==> config.mk <==
export PLATFORM = sky130hd
export DESIGN_NAME = uart_rx_param
export DESIGN_NICKNAME = d
export VERILOG_FILES = /design/src/rtl/uart_pkg.sv /design/src/rtl/sync_fifo.sv /design/src/rtl/uart_rx_param.sv
export SDC_FILE = /design/constraint.sdc
export NUM_CORES = 1
export LEC_CHECK = 0
export ABC_AREA = 1
export CORE_AREA = 2 2 114 116
export CTS_CLUSTER_DIAMETER = 40
export DETAILED_ROUTE_END_ITERATION = 10
export DIE_AREA = 0 0 116 118
export GPL_TIMING_DRIVEN = 1
export PLACE_DENSITY = 0.75
export SKIP_LAST_GASP = 1
export SYNTH_ARGS = -nofsm -noshare
export SYNTH_HDL_FRONTEND = slang
export SYNTH_SLANG_ARGS = --single-unit
==> constraint.sdc <==
create_clock -name clk -period 6.14 [get_ports clk]
set_clock_uncertainty 0.2 [all_clocks]
set_input_delay 1.228 -clock clk [delete_from_list [all_inputs] [get_ports clk]]
set_output_delay 1.228 -clock clk [all_outputs]
set_load 0.05 [all_outputs]
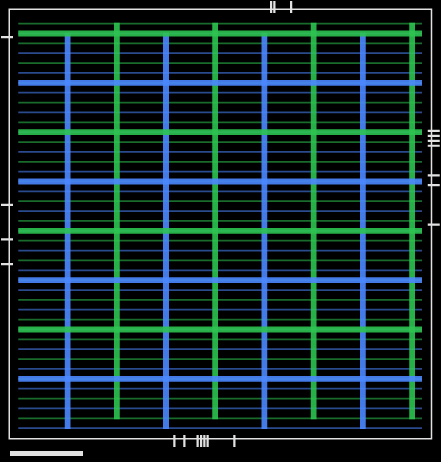
*Floorplan with the power grid, run 1*
Scale bar: 20 um. Pins as bars on the die edge.
legend:
  green:
    net: VDD
  blue:
    net: VSS
met1 rails: 42
signal pins: 21
height of the die: 118 um
area of the core: 12410 um2
Die Width: 116 um
peak supply drop: 243.7 uV

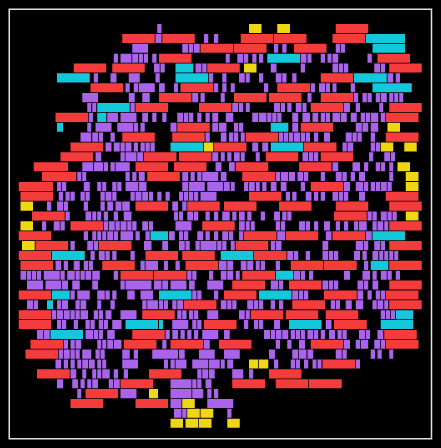
*Placed cells, one colour a class, run 1*
legend:
  purple:
    class: remaining logic cells
    cells: 675
    share_of_their_area: 45%
  yellow:
    class: remaining buffers and delay cells
    cells: 24
    share_of_their_area: 3.2%
  cyan:
    class: clock drivers and dummy loads
    cells: 30
    share_of_their_area: 8.3%
  red:
    class: registers
    cells: 126
    share_of_their_area: 44%
cell area after layout: 7471 um2
Core Util, Final: 60.18%
fraction of standard cell area that is sequential: 42.25%
number of core rows: 41

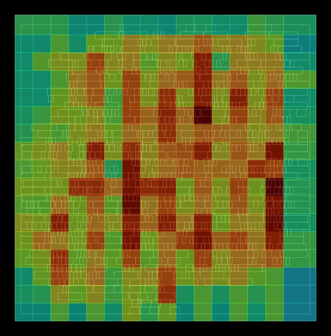
*Routing congestion, run 1*
met2 layer usage reported by global route: 38.93%
global routing met1 resource utilization: 33.36%
aggregate global-route resource usage: 25.13%

==> results.rst, run 1 <==
Flow metrics
------------

.. list-table::
   :header-rows: 1

   * - Metric
     - Value
   * - DRT antenna net count
     - 0
   * - Maximum count of clock buffers along a single path
     - 2
   * - Synth Seq Share
     - 47.38%
   * - Final net count
     - 865
   * - Top FF cell, synth
     - sky130_fd_sc_hd__dfrtp_1
   * - Number of non-clock inverters
     - 57
   * - Seq Cell Count
     - 126
   * - Async set-or-reset flop fraction in the synthesized netlist
     - 100.0%
   * - Post-synthesis adder-cell area fraction
     - 3.305%
   * - Cell-internal power
     - 0.001884 W
   * - Dominant class by area
     - flip-flops and latches
   * - Type of the most critical hold path
     - register to register
   * - Setup fix buffers added after clock tree synthesis
     - 0
   * - DR iter-0 viols
     - 540
   * - Flip-flops with a built-in enable
     - 0
   * - Worst endpoint required time
     - 4710 ps
   * - Kind of capture point of the worst setup path
     - output port
   * - Skew-Pair Late Insertion Delay
     - 420 ps
   * - TritonCTS sink count
     - 126
   * - Outcome
     - finished clean
   * - Most frequent logic cell in the layout
     - sky130_fd_sc_hd__nand2_1
   * - Area of the synthesized netlist per yosys stat
     - 6663 um2
   * - Comb. cell area
     - 3047 um2
   * - DRT Pass-1 Iters
     - 5
   * - Final Hold Viols
     - 0
   * - Final total negative setup slack
     - 0 ps
   * - Post-Synthesis Cell Area
     - 6663 um2
   * - Tool Warnings
     - 30
   * - Flip-flop count of the largest register after layout
     - 80
   * - Met3 Track Usage GR
     - 6.179%
   * - Max_slew headroom
     - 26.48%
   * - Part of the power in the clock network
     - 32.9%
   * - Total combinational power
     - 0.00114 W
   * - Setup slack of the critical path after layout
     - 1116 ps
   * - Sequential cell area
     - 3157 um2
   * - Count of clock buffers in the final design
     - 25
   * - Synthesized netlist cell count
     - 842
   * - Crit-path max FO
     - 24
   * - Number of buffers and inverters on the critical path
     - 2
   * - Sequential Power Share
     - 30.1%
   * - Worst hold margin
     - 156.0 ps
### Cell area per tile, run 1

Scale bar: 20 um. 12 x 12 tiles, from black (low) to pale yellow (high), 0 to 100% covered.
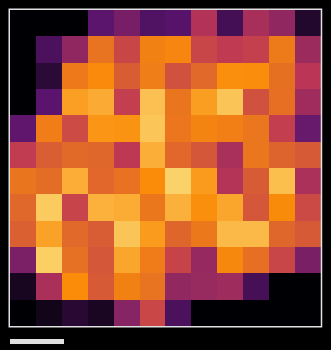

==> run 1 -> run 2 <==
==> constraint.sdc (replaced) <==
create_clock -name clk -period 5.15 [get_ports clk]
set_clock_uncertainty 0.2 [all_clocks]
set_input_delay 1.03 -clock clk [delete_from_list [all_inputs] [get_ports clk]]
set_output_delay 1.03 -clock clk [all_outputs]
set_load 0.05 [all_outputs]
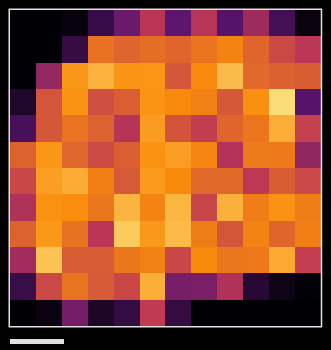
*Cell area per tile, run 2*
Scale bar: 20 um. 12 x 12 tiles, from black (low) to pale yellow (high), 0 to 100% covered.
nearly empty tiles: 8.3%
tiles over 75% full: 21%
mean over tiles: 54%
emptiest ninth of the die: top left
fullest tile: 93%
floorplan-stage core utilization: 53.67%
Core Util, Final: 60.76%

==> run 2 against run 1 <==
Non-clock buffer count rose by 1. Sequential cell count did not move. Area after synthesis did not move. Via count rose by 0.44%. Synthesized cell count did not move. Final cell count rose by 0.29%. Global-route usage barely moved. Setup slack got worse by 230 ps. Total power rose by 23%. Die size did not move. Register-to-register slack got worse by 420 ps.
==> results.rst, run 2 <==
Flow metrics
------------

.. list-table::
   :header-rows: 1

   * - Metric
     - Value
   * - Outcome
     - finished clean
   * - Met3 Track Usage GR
     - 5.767%
   * - Setup fix buffers added after clock tree synthesis
     - 0
   * - Final total negative setup slack
     - 0 ps
   * - Dominant class by area
     - flip-flops and latches
   * - Comb. cell area
     - 3047 um2
   * - Die Width
     - 116 um
   * - DRT Pass-1 Iters
     - 5
   * - Cell-internal power
     - 0.002348 W
   * - Setup slack of the critical path after layout
     - 888.8 ps
   * - Flip-flops with a built-in enable
     - 0
   * - Kind of capture point of the worst setup path
     - output port
   * - Final net count
     - 866
   * - Count of clock buffers in the final design
     - 20
   * - Max_slew headroom
     - 29.79%
   * - DRT antenna net count
     - 0
   * - Height of the die
     - 118 um
   * - Sequential cell area
     - 3157 um2
   * - Global routing met1 resource utilization
     - 32.99%
   * - Worst endpoint required time
     - 3920 ps
   * - Total combinational power
     - 0.00138 W
   * - Seq Cell Count
     - 126
   * - Number of core rows
     - 41
   * - Number of non-clock inverters
     - 57
   * - TritonCTS sink count
     - 126
   * - Crit-path max FO
     - 12
   * - Maxcap violations
     - 0
   * - Area of the core
     - 12410 um2
   * - Flip-flop count of the largest register after layout
     - 80
   * - Number of buffers and inverters on the critical path
     - 2
   * - Sequential Power Share
     - 29.0%
   * - Aggregate global-route resource usage
     - 25.15%
   * - DR iter-0 viols
     - 673
   * - Post-synthesis adder-cell area fraction
     - 3.305%
   * - Number of antenna cells inserted
     - 0
   * - Met2 layer usage reported by global route
     - 40.97%
   * - Type of the most critical hold path
     - register to register
   * - Top FF cell, synth
     - sky130_fd_sc_hd__dfrtp_1
   * - Skew-Pair Late Insertion Delay
     - 420 ps
   * - Synthesized netlist cell count
     - 842
   * - Worst hold margin
     - 154.1 ps
   * - Maximum count of clock buffers along a single path
     - 2
   * - Area of the synthesized netlist per yosys stat
     - 6663 um2
   * - Part of the power in the clock network
     - 34.8%
   * - Worst setup SP type
     - register
   * - Post-Synthesis Cell Area
     - 6663 um2
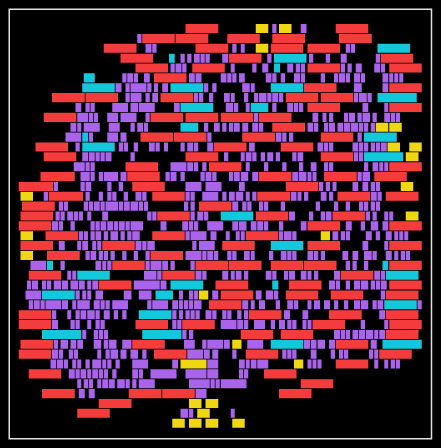
*Placed cells, one colour a class, run 2*
legend:
  red:
    class: registers
    cells: 126
    share_of_their_area: 43%
  yellow:
    class: remaining buffers and delay cells
    cells: 25
    share_of_their_area: 3.4%
  purple:
    class: remaining logic cells
    cells: 675
    share_of_their_area: 45%
  cyan:
    class: clock drivers and dummy loads
    cells: 32
    share_of_their_area: 8.9%
cell area after layout: 7543 um2
fraction of standard cell area that is sequential: 41.85%

No activity file was given, so power comes from the tool's default toggle rates.
